`src/rtl/bcd_stopwatch_counter_pkg.sv`:
```
// Shared encodings for the reaction-timer stopwatch: game states and BCD digit limits.
package bcd_stopwatch_counter_pkg;

   localparam int DIGIT_W = 4;
   localparam logic [DIGIT_W-1:0] BCD_MAX = 4'd9;

   typedef enum logic [1:0] {
      ST_IDLE = 2'b00,
      ST_ARM  = 2'b01,
      ST_TIME = 2'b10,
      ST_CMP  = 2'b11
   } game_state_e;

endpackage

```
`src/rtl/bcd_stopwatch_counter_digit.sv`:
```
// One decade counter of the stopwatch cascade; carries out when incremented at 9.
module bcd_digit
   import bcd_stopwatch_counter_pkg::*;
(
   input  logic               Clk,
   input  logic               Reset,
   input  logic               clr,
   input  logic               inc,
   input  logic               hold_max,
   output logic [DIGIT_W-1:0] q,
   output logic               co
);

   assign co = inc & (q == BCD_MAX);

   always_ff @(posedge Clk or posedge Reset) begin
      if (Reset) begin
         q <= '0;
      end else if (clr) begin
         q <= '0;
      end else if (inc && !hold_max) begin
         q <= (q == BCD_MAX) ? '0 : q + 1'b1;
      end
   end

endmodule

```
`src/rtl/bcd_stopwatch_counter.sv`:
```
// Four-digit BCD stopwatch (0.000 to 9.999 s) advanced by a 1 ms prescaler tick while timing.
module bcd_stopwatch_counter
   import bcd_stopwatch_counter_pkg::*;
#(
   parameter int CLK_PER_MS = 50000,
   parameter int PRESC_W    = 16
) (
   input  logic       Clk,
   input  logic       Reset,
   input  logic [1:0] state,
   output logic [3:0] S,
   output logic [3:0] tS,
   output logic [3:0] hS,
   output logic [3:0] mS,
   output logic       Ovf,
   output logic       Tick
);

   localparam logic [PRESC_W-1:0] PRESC_LAST = PRESC_W'(CLK_PER_MS - 1);

   logic [PRESC_W-1:0] presc;
   logic               running;
   logic               arm;
   logic               tick_raw;
   logic               all_max;
   logic               co_ms;
   logic               co_hs;
   logic               co_ts;
   logic               co_s;

   assign running  = (state == ST_TIME);
   assign arm      = (state == ST_ARM);
   assign tick_raw = running && (presc == PRESC_LAST);
   assign all_max  = (S == BCD_MAX) && (tS == BCD_MAX) && (hS == BCD_MAX) && (mS == BCD_MAX);

   // Prescaler restarts whenever timing is not active so every run begins with a full period.
   always_ff @(posedge Clk or posedge Reset) begin
      if (Reset) begin
         presc <= '0;
      end else if (!running || tick_raw) begin
         presc <= '0;
      end else begin
         presc <= presc + 1'b1;
      end
   end

   bcd_digit u_ms (
      .Clk      (Clk),
      .Reset    (Reset),
      .clr      (arm),
      .inc      (tick_raw),
      .hold_max (all_max),
      .q        (mS),
      .co       (co_ms)
   );

   bcd_digit u_hs (
      .Clk      (Clk),
      .Reset    (Reset),
      .clr      (arm),
      .inc      (co_ms),
      .hold_max (all_max),
      .q        (hS),
      .co       (co_hs)
   );

   bcd_digit u_ts (
      .Clk      (Clk),
      .Reset    (Reset),
      .clr      (arm),
      .inc      (co_hs),
      .hold_max (all_max),
      .q        (tS),
      .co       (co_ts)
   );

   bcd_digit u_s (
      .Clk      (Clk),
      .Reset    (Reset),
      .clr      (arm),
      .inc      (co_ts),
      .hold_max (all_max),
      .q        (S),
      .co       (co_s)
   );

   // A carry out of the seconds digit means a tick landed on 9.999: saturate instead.
   always_ff @(posedge Clk or posedge Reset) begin
      if (Reset) begin
         Tick <= 1'b0;
         Ovf  <= 1'b0;
      end else begin
         Tick <= tick_raw && !all_max;
         if (arm) begin
            Ovf <= 1'b0;
         end else if (co_s) begin
            Ovf <= 1'b1;
         end
      end
   end

endmodule

```
`config.mk`:
```
export PLATFORM = sky130hd
export DESIGN_NAME = bcd_stopwatch_counter
export DESIGN_NICKNAME = d
export VERILOG_FILES = /design/src/rtl/bcd_stopwatch_counter_pkg.sv /design/src/rtl/bcd_stopwatch_counter_digit.sv /design/src/rtl/bcd_stopwatch_counter.sv
export SDC_FILE = /design/constraint.sdc
export NUM_CORES = 1
export LEC_CHECK = 0
export CORE_MARGIN = 2
export CORE_UTILIZATION = 55
export DETAILED_ROUTE_END_ITERATION = 8
export PLACE_DENSITY = 0.79
export SLEW_MARGIN = 20
export SYNTH_ARGS = -nofsm -noshare
export SYNTH_HDL_FRONTEND = slang
export SYNTH_HIERARCHICAL = 1
export SYNTH_SLANG_ARGS = --single-unit
```
`constraint.sdc`:
```
create_clock -name Clk -period 4.3 [get_ports Clk]
set_clock_uncertainty 0.15 [all_clocks]
set_input_delay 0.86 -clock Clk [delete_from_list [all_inputs] [get_ports Clk]]
set_output_delay 0.86 -clock Clk [all_outputs]
set_load 0.005 [all_outputs]
```
==> images/layers.png <==
Scale: 6 px per um. Only two layers are drawn.
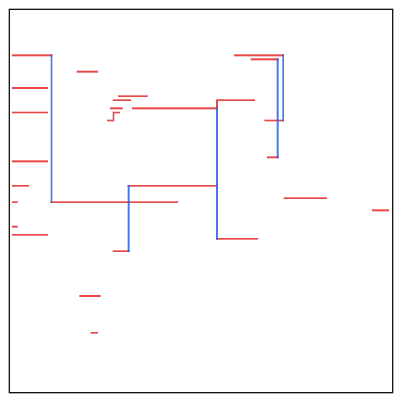
[M3] red | wire length: 146 um
[M4] blue | wire length: 84.3 um

==> images/port_trees.png <==
Scale: 8 px per um.
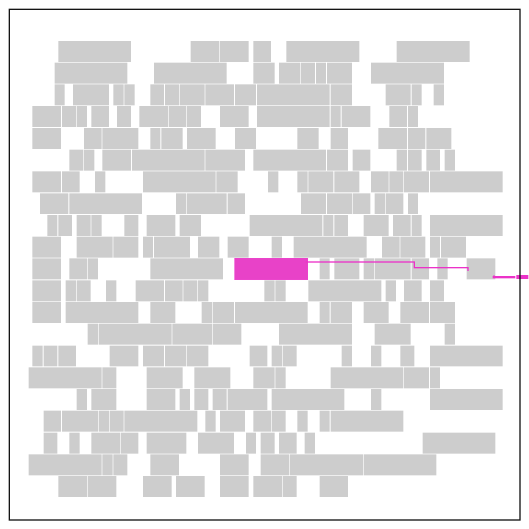
[`Tick`] magenta | bits: 1 | direction: output | end cells: 1 | wire: 24.0 um

==> flow_summary.yaml <==
# implementation run metrics
logic_synthesis:
  yosys_warnings: 6
  synthArstFlopShare_pct: 100.0
  numSynthFlops: 34
  ys_area_mm2: 0.001957
  synth.top_cells.by_area: "dfrtp_1 (43%), ha_1 (5.8%), nor2_1 (5.4%), xnor2_1 (4.9%), a21oi_1 (3.3%)"
  yosysSeqAreaShare_pct: 43.48
  flop_cell: "dfrtp_1"
  aoi_share_pct: 6.010
  synth.distinct_cells: 34
  most_common_cell: "dfrtp_1"
  top_area_share_pct: 43.48
  syn_inst: 206
  syn_area_mm2: 0.001957
  edf_count: 0
  mux_share_pct: 2.046
  synth_stat.cells: 206
  ys_top_logic_family: "simple AND/OR/NAND/NOR gates"
  synthTopCellsByCount: "dfrtp_1 (34), nor2_1 (28), nand2_1 (16)"
critical_path:
  cp_top_family: "simple AND/OR/NAND/NOR gates"
  crit_chain: "ha_1 -> and3_1 -> nand4_1 -> nor3b_1 -> and2_2 -> and2_2 -> and2_2 -> nand2b_4 -> or4b_1 -> a31oi_1"
  cp_num_cells: 10
  cp-start-kind: "flop"
  cp.arrival_ns: 3.36
  cp_common_cell: "and2_2"
  rr_worst_depth: 10
  cp.buffers_inverters: 0
  r2r-end: "u_s/q[3]"
  crit_start: "presc[0]"
  cpPeakStageDelay_ns: 0.52
  worstReg2RegStart: "presc[0]"
  slowest_stage: "nor3b_1"
  cp-end-kind: "flop"
pwr:
  power_switching_mw: 0.1237
  p_int_mw: 0.4044
  combPwrFrac_pct: 3.3
  power_frac_clock_pct: 35.7
  power_clock_mw: 0.189
  seq-power_mw: 0.322
  power.leakage_nw: 0.9170
  switching_share_pct: 23.42
  comb-power_mw: 0.0177
  finalPower_mw: 0.5281
placement:
  place_area_mm2: 0.002218
  place_ws_ns: 0.7641
  dp_cells: 271
  io_buffers: 21
timing:
  fmax_mhz: 307.9
  min_period_ns: 3.248
  fin_ws_ns: 1.052
  fin_crit_sh_pct: 75.53
  hold_viol_final: 0
  slew_viol_final: 0
  rsz0062_at_grt: "false"
  tns_ns: 0
  slew-limit-headroom_pct: 55.15
global_routing:
  grt_use_met2_pct: 33.16
  track_usage_pct: 21.34
  top_usage_layer: "met2"
  met3_usage_pct: 4.107
  antenna_found_initial: 0
  grt_pass1_vias: 1496
  grt_pass1_wl_um: 6706
final_layout:
  layout-drive-gt1-share_pct: 8.155
  seq_cells: 34
  lay_top_count: "dfrtp_1"
  final.fill_count: 284
  comb_area_mm2: 0.001047
  regArea_um2: 850.8
  syn_to_final_growth_pct: 16.43
  inverters: 12
  n_clock_buffer: 7
  final_core_util_pct: 67.22
  nonClkBufAreaFrac_pct: 9.555
  largest_reg_flops: 16
  comb_share_pct: 45.96
  largestClassByArea: "combinational gates"
floorplanning:
  num_rows: 21
  dieWidth_um: 63.65
  die_y_um: 63.65
  n_tap_cell: 46
detailed_routing:
  dr_wl_met2_um: 1822
  first_iter_violations: 130
  wl_met3_um: 146
  wl_met1_um: 1852
  routed_wl_um: 3905
  viasPerCell: 5.720
  vias: 1596
  routedWlPerCell_um: 14.00
  top_layer_used: "met4"
cts:
  htreeDepth: 2
  clkTransAtPathRegs_ns: 0.10
  clk_latency_ns: 0.34
  hold_buffers: 0
  cts_sinks: 34
  root_buffer: "clkbuf_4"
  cts_tree: "yes"
  cts_setup_buffers: 0
flow_run:
  tool_warnings: 30
  maxCapViolCount: 0
worst_hold_path:
  worstHoldStart: "Ovf"
  hp-class: "flop to flop"
outcome:
  run_status: "completed"
Power is estimated from default activity; no workload was simulated.
